### Met1 routing

The bar under the picture is 20 um long.
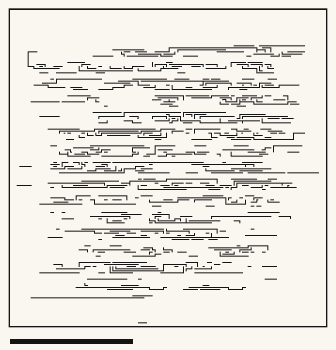
### Signal wires on met2

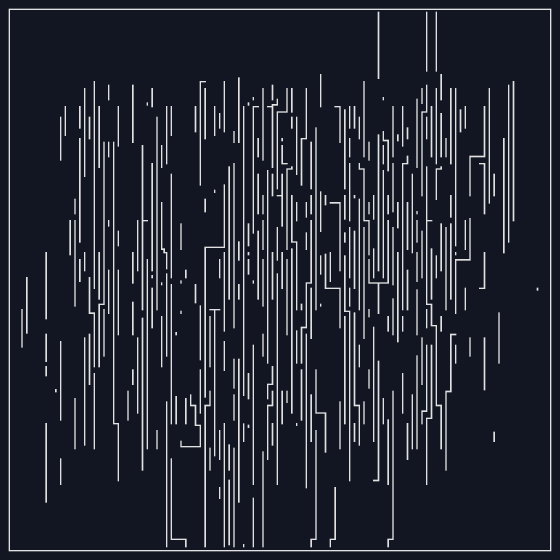
### Met3 routing

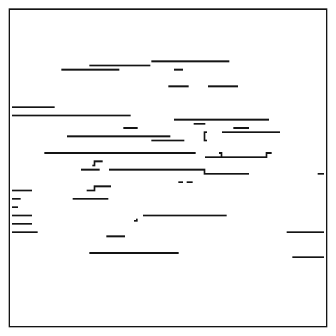
### Routing congestion map

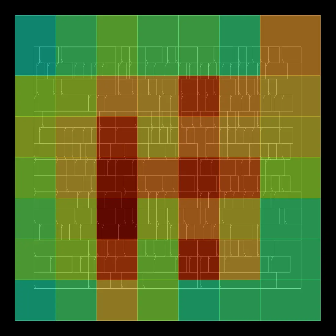
--- src/rtl/mod_updown_counter_if.sv ---
// Control and status bundle for mod_updown_counter.
// The master drives the count controls and the slave (the counter) returns count and flags.
interface mod_updown_counter_if #(
  parameter int unsigned WIDTH = 32'd8
) ();
  logic             clear;
  logic             enable;
  logic             up_dn;
  logic             load;
  logic [WIDTH-1:0] load_val;
  logic [WIDTH-1:0] count;
  logic             tc;
  logic             wrap;
  logic             ovf;

  modport master (
    output clear, enable, up_dn, load, load_val,
    input  count, tc, wrap, ovf
  );

  modport slave (
    input  clear, enable, up_dn, load, load_val,
    output count, tc, wrap, ovf
  );
endinterface

--- src/rtl/mod_updown_counter.sv ---
// Parametrised up/down modulo counter with parallel load, synchronous clear,
// wrap-or-saturate limit handling, a terminal-count flag and wrap/overflow event flags.
module mod_updown_counter #(
  parameter int unsigned     WIDTH     = 32'd8,
  parameter longint unsigned MODULUS   = 64'd256,
  parameter bit              SATURATE  = 1'b0,
  parameter longint unsigned RESET_VAL = 64'd0
) (
  input  logic                  clk,
  input  logic                  reset,
  mod_updown_counter_if.slave   bus
);

  localparam logic [WIDTH-1:0] MAX_C  = WIDTH'(MODULUS - 64'd1);
  localparam logic [WIDTH-1:0] RST_C  = WIDTH'(RESET_VAL);
  localparam logic [WIDTH-1:0] ZERO_C = '0;
  localparam logic [WIDTH-1:0] ONE_C  = WIDTH'(1'b1);

  if ((RESET_VAL >= MODULUS) || (MODULUS > (64'd1 << WIDTH)) || (MODULUS < 64'd2)) begin : g_param_err
    $fatal(1, "mod_updown_counter: illegal MODULUS/RESET_VAL for WIDTH");
  end

  logic [WIDTH-1:0] count_q, count_d;
  logic             wrap_q, wrap_d;
  logic             ovf_q, ovf_d;
  logic             at_max;
  logic             at_zero;
  logic             load_big;

  // Limits are compared against MODULUS-1, so count never passes through values >= MODULUS.
  assign at_max   = (count_q == MAX_C);
  assign at_zero  = (count_q == ZERO_C);
  assign load_big = (64'(bus.load_val) >= MODULUS);

  // Next-state: clear beats load beats enable; wrap is a single-cycle event.
  always_comb begin
    count_d = count_q;
    wrap_d  = 1'b0;
    ovf_d   = ovf_q;
    if (bus.clear) begin
      count_d = RST_C;
      ovf_d   = 1'b0;
    end else if (bus.load) begin
      if (load_big) begin
        count_d = MAX_C;
        ovf_d   = 1'b1;
      end else begin
        count_d = bus.load_val;
      end
    end else if (bus.enable) begin
      if (bus.up_dn) begin
        if (at_max) begin
          count_d = SATURATE ? count_q : ZERO_C;
          wrap_d  = 1'b1;
          ovf_d   = 1'b1;
        end else begin
          count_d = count_q + ONE_C;
        end
      end else begin
        if (at_zero) begin
          count_d = SATURATE ? count_q : MAX_C;
          wrap_d  = 1'b1;
          ovf_d   = 1'b1;
        end else begin
          count_d = count_q - ONE_C;
        end
      end
    end else begin
      count_d = count_q;
    end
  end

  // State registers with asynchronous reset.
  always_ff @(posedge clk or posedge reset) begin
    if (reset) begin
      count_q <= RST_C;
      wrap_q  <= 1'b0;
      ovf_q   <= 1'b0;
    end else begin
      count_q <= count_d;
      wrap_q  <= wrap_d;
      ovf_q   <= ovf_d;
    end
  end

  // Terminal count follows direction with no register stage.
  always_comb begin
    if (bus.up_dn) begin
      bus.tc = at_max;
    end else begin
      bus.tc = at_zero;
    end
  end

  assign bus.count = count_q;
  assign bus.wrap  = wrap_q;
  assign bus.ovf   = ovf_q;

endmodule

--- src/flat_wrapper.sv ---
// flat-port wrapper written by rule: the top's interface ports become plain ports
module mod_updown_counter_flat 
#(
  parameter int unsigned     WIDTH     = 32'd8,
  parameter longint unsigned MODULUS   = 64'd256,
  parameter bit              SATURATE  = 1'b0,
  parameter longint unsigned RESET_VAL = 64'd0
)
  (clk, reset, bus_clear, bus_enable, bus_up_dn, bus_load, bus_load_val, bus_count, bus_tc, bus_wrap, bus_ovf);
  mod_updown_counter_if #(.WIDTH(WIDTH)) bus_i ();
  input  logic clk;
  input  logic reset;
  input wire logic [$bits(bus_i.clear)-1:0] bus_clear;
  input wire logic [$bits(bus_i.enable)-1:0] bus_enable;
  input wire logic [$bits(bus_i.up_dn)-1:0] bus_up_dn;
  input wire logic [$bits(bus_i.load)-1:0] bus_load;
  input wire logic [$bits(bus_i.load_val)-1:0] bus_load_val;
  output wire logic [$bits(bus_i.count)-1:0] bus_count;
  output wire logic [$bits(bus_i.tc)-1:0] bus_tc;
  output wire logic [$bits(bus_i.wrap)-1:0] bus_wrap;
  output wire logic [$bits(bus_i.ovf)-1:0] bus_ovf;
  assign bus_i.clear = bus_clear;
  assign bus_i.enable = bus_enable;
  assign bus_i.up_dn = bus_up_dn;
  assign bus_i.load = bus_load;
  assign bus_i.load_val = bus_load_val;
  assign bus_count = bus_i.count;
  assign bus_tc = bus_i.tc;
  assign bus_wrap = bus_i.wrap;
  assign bus_ovf = bus_i.ovf;
  mod_updown_counter #(.WIDTH(WIDTH), .MODULUS(MODULUS), .SATURATE(SATURATE), .RESET_VAL(RESET_VAL)) u_core (.clk(clk), .reset(reset), .bus(bus_i));
endmodule
--- config.mk ---
export PLATFORM = sky130hd
export DESIGN_NAME = mod_updown_counter_flat
export DESIGN_NICKNAME = d
export VERILOG_FILES = /design/src/rtl/mod_updown_counter_if.sv /design/src/rtl/mod_updown_counter.sv /design/src/flat_wrapper.sv
export SDC_FILE = /design/constraint.sdc
export NUM_CORES = 1
export LEC_CHECK = 0
export ABC_AREA = 1
export CAP_MARGIN = 5
export CORE_MARGIN = 3
export CORE_UTILIZATION = 49
export CTS_CLUSTER_DIAMETER = 150
export CTS_CLUSTER_SIZE = 28
export DETAILED_ROUTE_END_ITERATION = 12
export PLACE_DENSITY = 0.79
export SYNTH_ARGS = -nofsm -noshare
export SYNTH_HDL_FRONTEND = slang
export SYNTH_SLANG_ARGS = --single-unit
--- constraint.sdc ---
create_clock -name clk -period 1.6 [get_ports clk]
set_clock_uncertainty 0.15 [all_clocks]
set_input_delay 0.16 -clock clk [delete_from_list [all_inputs] [get_ports clk]]
set_output_delay 0.16 -clock clk [all_outputs]
set_load 0.01 [all_outputs]
==> qor.yml <==
netlist_area_sq_mm: 0.00102
netlist_logic_family_top: "simple AND/OR/NAND/NOR gates"
status: "finished, violations left"
rsz0062_at_grt: "yes"
postLayoutCoreUtil_pct: 85.5
fmax_ghz: 0.572
setup_viol: 7
clock_sinks: 10
worst_path_max_delay_cell: "dfrtp_1"
gp_congestion: 0.917
hp-class: "primary input to asynchronous set/reset pin"
combPwrFrac_pct: 51.0
rr_worst_depth: 11
clock_tree_area_fraction_pct: 1.43
dpl_cell_area_sq_mm: 0.00144
synth_nets: 184
enable_flop_cells: 0
ir_drop_mv: 0.641
dr_wl_met3_um: 251
synth-main-ff-cell: "dfrtp_1"
synthMuxAreaShare_pct: 0
critPathTopFamily: "flip-flops"
cts_resized: 21
layout.non_clock_inverters: 20
overflow: 0
common_cells: "nand2_1, nand3_1, inv_1, nor2_1, dfrtp_1"
leakage_nw: 0.825
path_class: "flip-flop to primary output"
cp_slowest_stage_delay_ns: 0.41
nWellTaps: 25
final_common_cell: "nand2_1"
slew_violations: 0
flop-count: 10
final_cell_count_no_fill: 243
comb_power_w: 0.000494
synth-area-yosys_sq_mm: 0.00102
top_layer_used: "met4"
path_cells: "ha_2 > inv_2 > nor2_2 > nand2_1 > nand2_1 > o21ai_2 > inv_1 > buf_2"
clock_latency_ns: 0.27
avgViaCountPerCell: 5.36
cts_tree: "built"
fin_crit_sh_pct: 109
p_total_w: 0.000969
chipArea_sq_mm: 0.00266
switchingPower_w: 0.000376
grt_max_degree: 11
signal_buffers: 54
comb_cells: 131
avgSynthCellArea_sq_um: 6.09
worst_slack_ns: -0.148
mostFrequentLayoutCells: "nand2_1, buf_4, nand3_1"
largest_reg_flops: 8
endpoint: "bus_tc"
netSwitchingFraction_pct: 38.8
clkTransAtPathRegs_ns: 0.07
ys_types: 24
fin_tns_setup_ns: -0.450
cts_root_buffer: "clkbuf_4"
power.internal_w: 0.000593
postCtsHoldBufs: 0
yosysCellCount: 167
hpwl_um: 2300
antenna_found_initial: 0
antenna_cells: 0
num-fill-cells: 122
violations: "negative setup slack"
cts_buffers: 3
clk-power_w: 0.000178
## Picture notes: 'Met1 routing'
longest straight run: 18.4 um
main direction: horizontal
wire length on this layer: 1320 um
share of all routed wire: 40%
nets with wire on the layer: 215
final wirelength: 3280 um
grt met1 use: 30.9%
total number of vias: 1302

## Picture notes: 'Signal wires on met2'
wire length on this layer: 1640 um
nets with wire on the layer: 191
GR Layer Usage met2: 47.2%

## Picture notes: 'Met3 routing'
longest straight run: 24.4 um
nets with wire on the layer: 34
M3 GR Usage: 2.87%

## Picture notes: 'Routing congestion map'
most used routing layer: met2
drt wl/cell: 13.5 um

